$ cat src/rtl/dffcl_seq_pkg.sv
// Shared types and widths for the dffcl op sequencer and its command FIFO.
package dffcl_seq_pkg;

    localparam int unsigned DATA_W    = 16;
    localparam int unsigned MODE_W    = 4;
    localparam int unsigned SEQ_TAG_W = 4;

    typedef enum logic [1:0] {
        IDLE = 2'd0,
        EXEC = 2'd1,
        CAPT = 2'd2,
        RESP = 2'd3
    } seq_state_e;

    // Queued command; the tag field carries up to SEQ_TAG_W bits of the opaque tag.
    typedef struct packed {
        logic [DATA_W-1:0]    in1;
        logic [DATA_W-1:0]    in2;
        logic [MODE_W-1:0]    mode;
        logic [SEQ_TAG_W-1:0] tag;
    } seq_cmd_t;

endpackage

$ cat src/rtl/dffcl_seq_fifo.sv
// Command FIFO: no fall-through, pointers wrap via an extra MSB, full/empty registered.
module dffcl_seq_fifo #(
    parameter int unsigned DEPTH = 4,
    parameter int unsigned WIDTH = 8
) (
    input  logic             dffcl_clk,
    input  logic             dffcl_rst_n,
    input  logic             push,
    input  logic [WIDTH-1:0] wr_data,
    input  logic             pop,
    output logic [WIDTH-1:0] rd_data_c,
    output logic             not_full,
    output logic             empty,
    output logic             empty_nxt_c
);

    localparam int unsigned AW = $clog2(DEPTH);

    logic [WIDTH-1:0] mem [DEPTH];
    logic [AW:0]      wr_ptr_q, rd_ptr_q, wr_ptr_d, rd_ptr_d;
    logic             push_c, pop_c, full_nxt_c;

    assign push_c    = push && not_full;
    assign pop_c     = pop && !empty;
    assign rd_data_c = mem[rd_ptr_q[AW-1:0]];

    always_comb begin
        wr_ptr_d    = wr_ptr_q + (AW+1)'(push_c);
        rd_ptr_d    = rd_ptr_q + (AW+1)'(pop_c);
        empty_nxt_c = (wr_ptr_d == rd_ptr_d);
        full_nxt_c  = (wr_ptr_d[AW] != rd_ptr_d[AW]) &&
                      (wr_ptr_d[AW-1:0] == rd_ptr_d[AW-1:0]);
    end

    always_ff @(posedge dffcl_clk or negedge dffcl_rst_n) begin
        if (!dffcl_rst_n) begin
            wr_ptr_q <= '0;
            rd_ptr_q <= '0;
            not_full <= 1'b1;
            empty    <= 1'b1;
        end else begin
            wr_ptr_q <= wr_ptr_d;
            rd_ptr_q <= rd_ptr_d;
            not_full <= !full_nxt_c;
            empty    <= empty_nxt_c;
        end
    end

    // Storage needs no reset; occupancy is tracked by the pointers.
    always_ff @(posedge dffcl_clk) begin
        if (push_c) mem[wr_ptr_q[AW-1:0]] <= wr_data;
    end

endmodule

$ cat src/rtl/dffcl_op_sequencer.sv
// Issues queued commands to the dffcl ALU stage one at a time and returns {result, tag}.
// Optional DFFCL_SEQ_PARITY_EN adds a registered even-parity output resp_parity.
module dffcl_op_sequencer
    import dffcl_seq_pkg::*;
#(
    parameter int unsigned DEPTH = 4,
    parameter int unsigned TAG_W = 4,
    parameter int unsigned CNT_W = 8
) (
    input  logic              dffcl_clk,
    input  logic              dffcl_rst_n,
    input  logic              cmd_valid,
    output logic              cmd_ready,
    input  logic [15:0]       cmd_in1,
    input  logic [15:0]       cmd_in2,
    input  logic [3:0]        cmd_mode,
    input  logic [TAG_W-1:0]  cmd_tag,
    output logic [15:0]       stg_data_in1,
    output logic [15:0]       stg_data_in2,
    output logic [3:0]        stg_ctrl_mode,
    input  logic [15:0]       stg_data_out,
    output logic              resp_valid,
    input  logic              resp_ready,
    output logic [15:0]       resp_data,
    output logic [TAG_W-1:0]  resp_tag,
    output logic [CNT_W-1:0]  issue_cnt,
    output logic              busy
`ifdef DFFCL_SEQ_PARITY_EN
    ,
    output logic              resp_parity
`endif
);

    localparam int unsigned CMD_W = $bits(seq_cmd_t);

    seq_state_e       state_q, state_d;
    seq_cmd_t         wr_cmd_c, rd_cmd_c;
    logic [CMD_W-1:0] rd_word_c;
    logic [TAG_W-1:0] tag_q;
    logic             fifo_empty, fifo_empty_nxt_c;
    logic             pop_c, capt_c, resp_hs_c;

    always_comb begin
        wr_cmd_c      = '0;
        wr_cmd_c.in1  = cmd_in1;
        wr_cmd_c.in2  = cmd_in2;
        wr_cmd_c.mode = cmd_mode;
        wr_cmd_c.tag  = SEQ_TAG_W'(cmd_tag);
    end

    assign rd_cmd_c = seq_cmd_t'(rd_word_c);

    dffcl_seq_fifo #(
        .DEPTH (DEPTH),
        .WIDTH (CMD_W)
    ) u_fifo (
        .dffcl_clk   (dffcl_clk),
        .dffcl_rst_n (dffcl_rst_n),
        .push        (cmd_valid),
        .wr_data     (CMD_W'(wr_cmd_c)),
        .pop         (pop_c),
        .rd_data_c   (rd_word_c),
        .not_full    (cmd_ready),
        .empty       (fifo_empty),
        .empty_nxt_c (fifo_empty_nxt_c)
    );

    always_ff @(posedge dffcl_clk or negedge dffcl_rst_n) begin
        if (!dffcl_rst_n) state_q <= IDLE;
        else              state_q <= state_d;
    end

    // Next state and one-cycle strobes; a response handshake may pop the next command.
    always_comb begin
        state_d   = state_q;
        pop_c     = 1'b0;
        capt_c    = 1'b0;
        resp_hs_c = 1'b0;
        case (state_q)
            IDLE: begin
                if (!fifo_empty) begin
                    pop_c   = 1'b1;
                    state_d = EXEC;
                end
            end
            EXEC: state_d = CAPT;
            CAPT: begin
                capt_c  = 1'b1;
                state_d = RESP;
            end
            RESP: begin
                if (resp_ready) begin
                    resp_hs_c = 1'b1;
                    if (!fifo_empty) begin
                        pop_c   = 1'b1;
                        state_d = EXEC;
                    end else begin
                        state_d = IDLE;
                    end
                end
            end
            default: state_d = IDLE;
        endcase
    end

    always_ff @(posedge dffcl_clk or negedge dffcl_rst_n) begin
        if (!dffcl_rst_n) begin
            stg_data_in1  <= '0;
            stg_data_in2  <= '0;
            stg_ctrl_mode <= '0;
            tag_q         <= '0;
            resp_valid    <= 1'b0;
            resp_data     <= '0;
            resp_tag      <= '0;
            issue_cnt     <= '0;
            busy          <= 1'b0;
`ifdef DFFCL_SEQ_PARITY_EN
            resp_parity   <= 1'b0;
`endif
        end else begin
            busy <= (state_d != IDLE) || !fifo_empty_nxt_c;
            if (pop_c) begin
                stg_data_in1  <= rd_cmd_c.in1;
                stg_data_in2  <= rd_cmd_c.in2;
                stg_ctrl_mode <= rd_cmd_c.mode;
                tag_q         <= TAG_W'(rd_cmd_c.tag);
                issue_cnt     <= issue_cnt + CNT_W'(1);
            end
            if (capt_c) begin
                resp_valid  <= 1'b1;
                resp_data   <= stg_data_out;
                resp_tag    <= tag_q;
`ifdef DFFCL_SEQ_PARITY_EN
                resp_parity <= ^stg_data_out;
`endif
            end else if (resp_hs_c) begin
                resp_valid <= 1'b0;
            end
        end
    end

endmodule

$ cat config.mk
export PLATFORM = sky130hd
export DESIGN_NAME = dffcl_op_sequencer
export DESIGN_NICKNAME = d
export VERILOG_FILES = /design/src/rtl/dffcl_seq_pkg.sv /design/src/rtl/dffcl_seq_fifo.sv /design/src/rtl/dffcl_op_sequencer.sv
export SDC_FILE = /design/constraint.sdc
export NUM_CORES = 1
export LEC_CHECK = 0
export CAP_MARGIN = 20
export CORE_UTILIZATION = 54
export DETAILED_ROUTE_END_ITERATION = 8
export GPL_TIMING_DRIVEN = 0
export HOLD_SLACK_MARGIN = 0.1
export PLACE_DENSITY = 0.85
export SLEW_MARGIN = 20
export SYNTH_ARGS = -nofsm -noshare
export SYNTH_HDL_FRONTEND = slang
export SYNTH_SLANG_ARGS = --single-unit
$ cat constraint.sdc
create_clock -name dffcl_clk -period 4.8 [get_ports dffcl_clk]
set_input_delay 1.2 -clock dffcl_clk [delete_from_list [all_inputs] [get_ports dffcl_clk]]
set_output_delay 1.2 -clock dffcl_clk [all_outputs]
set_load 0.03 [all_outputs]
Fig. 1: the metal 1 layer
The bar under the picture is 50 um long.
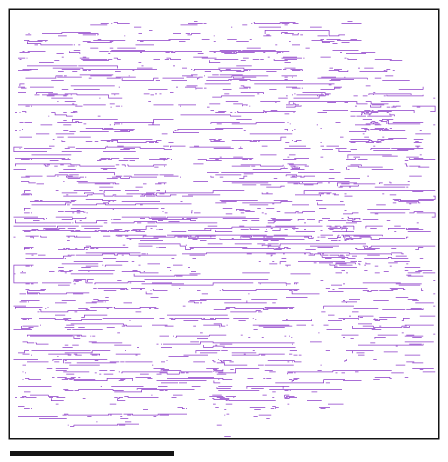
nets with wire on the layer: 574
share of all routed wire: 40%
main direction: horizontal
via count: 4,506
M1 GR Usage: 25.3%
wire length after detailed routing: 16,400 um

Fig. 2: met2 routing
The bar under the picture is 50 um long. Cells faint in the background.
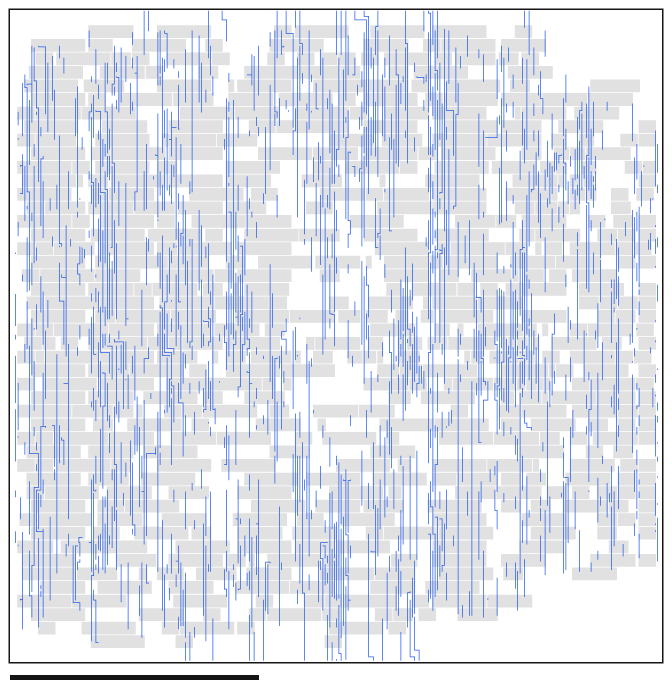
longest straight run: 51.0 um
share of all routed wire: 51%
GRT met2 Usage: 35.4%

Fig. 3: the metal 3 layer
The bar under the picture is 50 um long. Cells faint in the background.
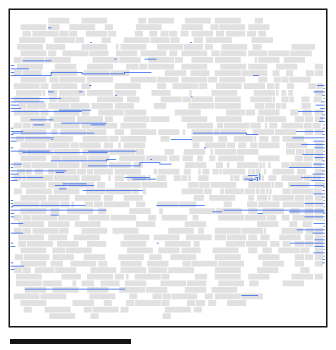
longest straight run: 41.6 um
share of all routed wire: 6.2%
wire length on this layer: 1,020 um
met3 usage: 4.19%

==> run notes <==
fresh numbers from the pnr run: Logic area 2040 sq um, hold path cells 2, Setup TNS 0 ns, GRT Total Usage 20.1%, Power per Cell Area 700 nW/um^2, global placement routability congestion 0.709, Worst-Margin Slew 0.858 ns, clk tree area frac 7.18%, Biggest Area Class flip-flops and latches, WL met3 1020 um, CTS tree done, num ports 127, Synth Instances 415, # DRC 0, r2r setup slk 1.65 ns, max FFs per register 160, Tapcell Cnt 216, total combinational power 0.00301 W, post-CTS sizing 0, Setup CP Type in -> reg, CP startpoint resp_ready, die outline width 131 um, DP HPWL 10,900 um, crit-path max cell delay 0.56 ns, aoi share 0.419%, switching part of the total 31.5%, final setup vio count 0, P_sw 0.00254 W, Registers, synthesis 240, H-tree depth 1, Core Area 16,100 sq um, Yosys Instances 415, Floorplan Nets 485, cell total after placement 773, global-route wire length before repair 25,200 um, unrepaired setup endpoints after global routing no, Worst Setup EP busy$_DFF_PN0_, Init Core Util 55.8%, Leading power group registers, Tmin final 3.60 ns, comb area leader multiplexers, CTS sink cnt 240, Critical Path Most Common Cell ha_1, status complete, no violations, FFs w/ async S/R, synth 33.3%, fin crit share 74.9%, #MultiIn Comb 154, Yosys top cell by area edfxtp_1, Flop area 6810 sq um, top cells by count, synth edfxtp_1, dfrtp_1, mux2_2, placed instance area 10,700 sq um, Most used DFF post-synth edfxtp_1, post-place setup slack 0.712 ns, syn_area_per_cell 21.6 sq um, HP Class reg -> reg, fin. max-slew vios 0, Max-slew headroom 42.6%, tool warnings 30, Max Buffers Root-to-Sink 3, warnings from Yosys 0, WP buf/inv 4, Worst EP required 5.16 ns, total power draw 0.00805 W, Worst-path clk slew 0.06 ns, worst setup margin 1.20 ns, fillcell total 955, stages on the worst setup path 11, CP max stage cell clkdlybuf4s50_1, Die ar. 17,100 sq um, Clock Tree Root clkbuf_16
Fig. 4: the metal 4 layer
The bar under the picture is 50 um long.
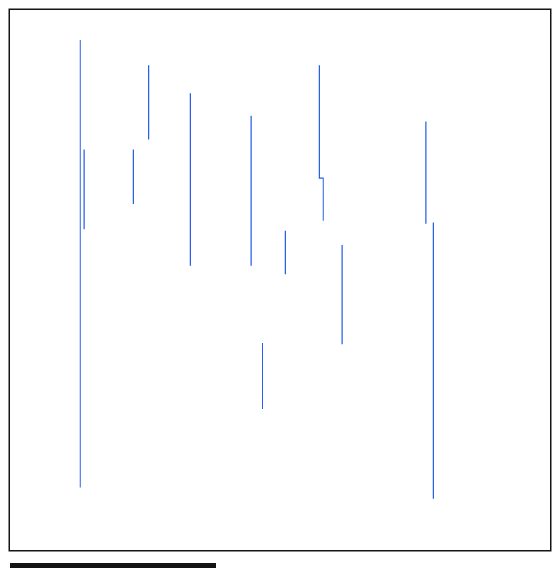
main direction: vertical
share of all routed wire: 2.5%
wire length on this layer: 414 um
longest straight run: 108 um

Fig. 5: congestion heat map
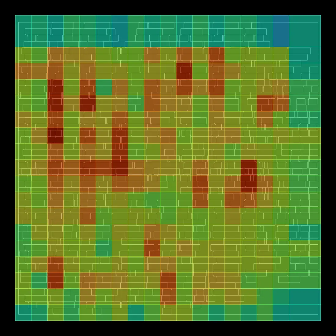
WL/cell: 20.1 um
GRT Max-Usage Layer: met2

Power and IR drop assume default switching activity.
